==> images/met1.png <==
Supply wires on this layer in grey.
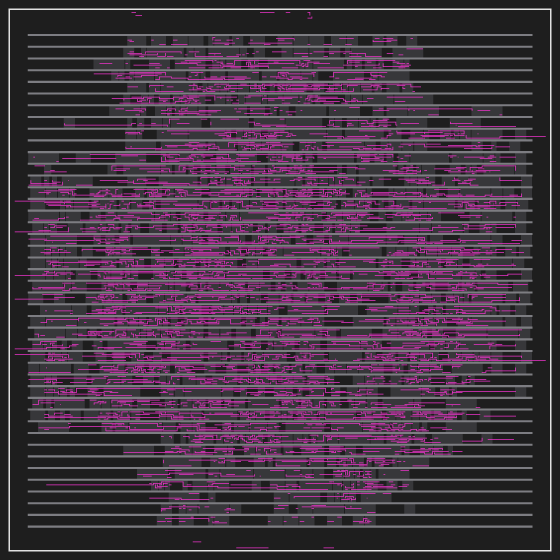
==> images/registers.png <==
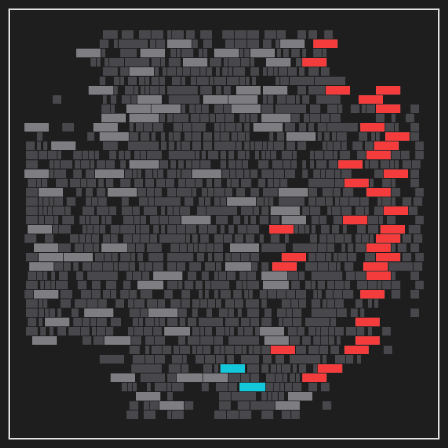
$ cat config.mk
export PLATFORM = sky130hd
export DESIGN_NAME = fetch_unit
export DESIGN_NICKNAME = d
export VERILOG_FILES = /design/src/rtl/cpu_pkg.sv /design/src/rtl/fetch_next_pc.sv /design/src/rtl/fetch_unit.sv
export SDC_FILE = /design/constraint.sdc
export NUM_CORES = 1
export LEC_CHECK = 0
export CAP_MARGIN = 30
export CORE_MARGIN = 4
export CORE_UTILIZATION = 45
export DETAILED_ROUTE_END_ITERATION = 8
export PLACE_DENSITY = 0.88
export SYNTH_ARGS = -nofsm -noshare
export SYNTH_HDL_FRONTEND = slang
export SYNTH_HIERARCHICAL = 1
export SYNTH_SLANG_ARGS = --single-unit
$ cat constraint.sdc
create_clock -name clk -period 2.3 [get_ports clk]
set_clock_uncertainty 0.2 [all_clocks]
set_input_delay 0.46 -clock clk [delete_from_list [all_inputs] [get_ports clk]]
set_output_delay 0.46 -clock clk [all_outputs]
set_load 0.1 [all_outputs]
$ cat src/rtl/cpu_pkg.sv
// Shared definitions for the RISC core front end: opcodes, fetch FSM states,
// and the reset program counter.
package cpu_pkg;

   localparam logic [31:0] RESET_PC = 32'h0000_0000;

   localparam logic [5:0] OP_RTYPE = 6'b000000;
   localparam logic [5:0] OP_J     = 6'b000010;
   localparam logic [5:0] OP_JAL   = 6'b000011;
   localparam logic [5:0] OP_BEQ   = 6'b000100;
   localparam logic [5:0] OP_BNE   = 6'b000101;
   localparam logic [5:0] OP_ADDI  = 6'b001000;
   localparam logic [5:0] OP_LW    = 6'b100011;
   localparam logic [5:0] OP_SW    = 6'b101011;

   typedef enum logic [1:0] {
      BOOT = 2'd0,
      RUN  = 2'd1,
      HALT = 2'd2
   } fetch_state_t;

endpackage

$ cat src/rtl/fetch_next_pc.sv
// Next program counter select for the fetch stage. Purely combinational;
// the PC register itself lives in fetch_unit.
module fetch_next_pc
   import cpu_pkg::*;
(
   input  logic [31:0]  pc,
   input  logic [31:0]  instr_in,
   input  logic         redirect_valid,
   input  logic [31:0]  redirect_pc,
   input  logic         halt_req,
   input  logic         stall,
   input  fetch_state_t state,
   output logic [31:0]  pc_nxt
);

   // Redirect beats halt beats stall beats jump beats sequential; a jump keeps
   // the upper 6 PC bits so it stays inside the current 64M-word region.
   always_comb begin
      pc_nxt = pc;
      unique case (state)
         RUN: begin
            if (redirect_valid)
               pc_nxt = redirect_pc;
            else if (halt_req || stall)
               pc_nxt = pc;
            else if (instr_in[31:26] == OP_J)
               pc_nxt = {pc[31:26], instr_in[25:0]};
            else
               pc_nxt = pc + 32'd1;
         end
         HALT: begin
            if (redirect_valid)
               pc_nxt = redirect_pc;
         end
         default: pc_nxt = pc;
      endcase
   end

endmodule

$ cat src/rtl/fetch_unit.sv
// Instruction fetch stage: PC register, fetch FSM and the IF/ID register.
//
// state | meaning
// BOOT  | one cycle after reset, PC held, nothing captured
// RUN   | fetching; IF/ID captures unless redirected, halted or stalled
// HALT  | no fetching; redirects still load the PC, resume returns to RUN
module fetch_unit
   import cpu_pkg::*;
(
   input  logic        clk,
   input  logic        reset,
   output logic [31:0] pc_out,
   input  logic [31:0] instr_in,
   input  logic        stall,
   input  logic        redirect_valid,
   input  logic [31:0] redirect_pc,
   input  logic        halt_req,
   input  logic        resume,
   output logic [31:0] if_id_instr,
   output logic [31:0] if_id_pc1,
   output logic        if_id_valid,
   output logic        halted
);

   fetch_state_t state, state_nxt;
   logic [31:0]  pc, pc_nxt;
   logic         capture;
   logic         flush;

   fetch_next_pc u_next_pc (
      .pc             (pc),
      .instr_in       (instr_in),
      .redirect_valid (redirect_valid),
      .redirect_pc    (redirect_pc),
      .halt_req       (halt_req),
      .stall          (stall),
      .state          (state),
      .pc_nxt         (pc_nxt)
   );

   // FSM state register
   always_ff @(posedge clk) begin
      if (reset)
         state <= BOOT;
      else
         state <= state_nxt;
   end

   // Next state plus IF/ID capture/flush decisions; a redirect in HALT keeps us halted
   always_comb begin
      state_nxt = state;
      capture   = 1'b0;
      flush     = 1'b0;
      unique case (state)
         BOOT: state_nxt = RUN;
         RUN: begin
            if (redirect_valid) begin
               flush = 1'b1;
            end else if (halt_req) begin
               state_nxt = HALT;
               flush     = 1'b1;
            end else if (!stall) begin
               capture = 1'b1;
            end
         end
         HALT: begin
            if (!redirect_valid && resume && !halt_req)
               state_nxt = RUN;
         end
         default: state_nxt = BOOT;
      endcase
   end

   // Program counter register
   always_ff @(posedge clk) begin
      if (reset)
         pc <= RESET_PC;
      else
         pc <= pc_nxt;
   end

   // IF/ID register; a flush only clears valid so the old payload stays visible
   always_ff @(posedge clk) begin
      if (reset) begin
         if_id_instr <= '0;
         if_id_pc1   <= '0;
         if_id_valid <= 1'b0;
      end else if (capture) begin
         if_id_instr <= instr_in;
         if_id_pc1   <= pc + 32'd1;
         if_id_valid <= 1'b1;
      end else if (flush) begin
         if_id_valid <= 1'b0;
      end
   end

   // Registered halt indicator, rising on the edge that enters HALT
   always_ff @(posedge clk) begin
      if (reset)
         halted <= 1'b0;
      else
         halted <= (state_nxt == HALT);
   end

   assign pc_out = pc;

endmodule

==> results.txt <==
fresh numbers from the pnr run: status finished, final reports clean, via count 7,539, routed wire length 22,800 um, static leakage 3.39 nW, combinational share of cell area 44.2%, crit path capture type flip-flop, critical path class input pin to flip-flop, floorplan core density 46.4%, Worst Tran Pin Value 595 ps, Multi-In Gates 639, Overflow after GRT 0, commonest cells in the netlist nand2_1 (109), dfxtp_1 (100), a21oi_1 (60), Die Span Y 126 um, reg2reg path depth 7, first-pass GRT wire length 35,100 um, leading area contributor after synthesis dfxtp_1, Vias per Instance 6.16, number of remaining DRC errors 0, Registers, synthesis 100, Cells after DPL 1,202, Late-Pin Clk Latency 370 ps, met2 Use GR 44.3%, Area leader share 32.2%, CP bufs+invs 2, Distinct cells, synth 70, worst path required time 2340 ps, CLK BUF 11, cts repair resizes 2, WL per Instance 18.6 um, CP cell instances clkdlybuf4s50_1 -> or2_2 -> buf_4 -> a221o_1 -> a222oi_1 -> o21ai_1 -> nor2b_1, flop2flop setup slack 80 ps, FF-to-FF End pc_out[20], Tool Warnings 29, routability congestion estimate from global placement 0.978, Sink Count 100, synthesized area 6210 um^2, Worst path depth 7, Top cells by area dfxtp_1 (32%), nand2_1 (6.6%), a21oi_1 (4.8%), nor2b_1 (3.7%), nor2_1 (3.6%), count leader, synth nand2_1, non-clk buf share 26.2%, dpl hpwl 16,700 um, crit path time final 2250 ps, CP max stage delay 460 ps, cell family with most CP delay AND-OR/OR-AND gates, GRT Max-Usage Layer met2, synth warn 6, die footprint 15,800 um^2
## Picture notes: met1.png
main direction: horizontal
wire length on this layer: 8,710 um
share of all routed wire: 38%
nets with wire on the layer: 1,006
longest straight run: 58.0 um

## Picture notes: registers.png
[if_id_pc1] red | sequential cells: 32 | where: a vertical strip on the right
[state] cyan | sequential cells: 2
not coloured: 66
Seq/total area: 23.1%
sequential power: 1.89 mW
FF/Latch Area: 2090 um^2
fin util: 67.5%

[worst register-to-register path, cell delays in order, from the launching register on]
cell      delay, ps
dfxtp_4         460
nand4_4         210
buf_4           200
nor4_2          310
and3_1          210
o211ai_1        120
a31o_2          260
nor2b_1         120
[stage by stage]
step / setup slack, ps / area (um^2) / power, mW / TNS [ps]
floorplan: -68.1 / 6330 / 2.69 / -74.7
global placement: -379 / 8620 / 3.15 / -8640
detailed placement: -433 / 8620 / 3.17 / -11110
CTS: 15.6 / 8900 / 4.63 / 0
global route: -19.5 / 9040 / 4.80 / -32.7
finish: 48.1 / 9040 / 4.66 / 0
[power by group]
group | internal, mW | switching, mW | total (mW)
logic | 0.454 | 0.831 | 1.28
clock network | 0.766 | 0.714 | 1.48
registers | 1.78 | 0.109 | 1.89
total | 3.00 | 1.65 | 4.66
Power is estimated from default activity; no workload was simulated.
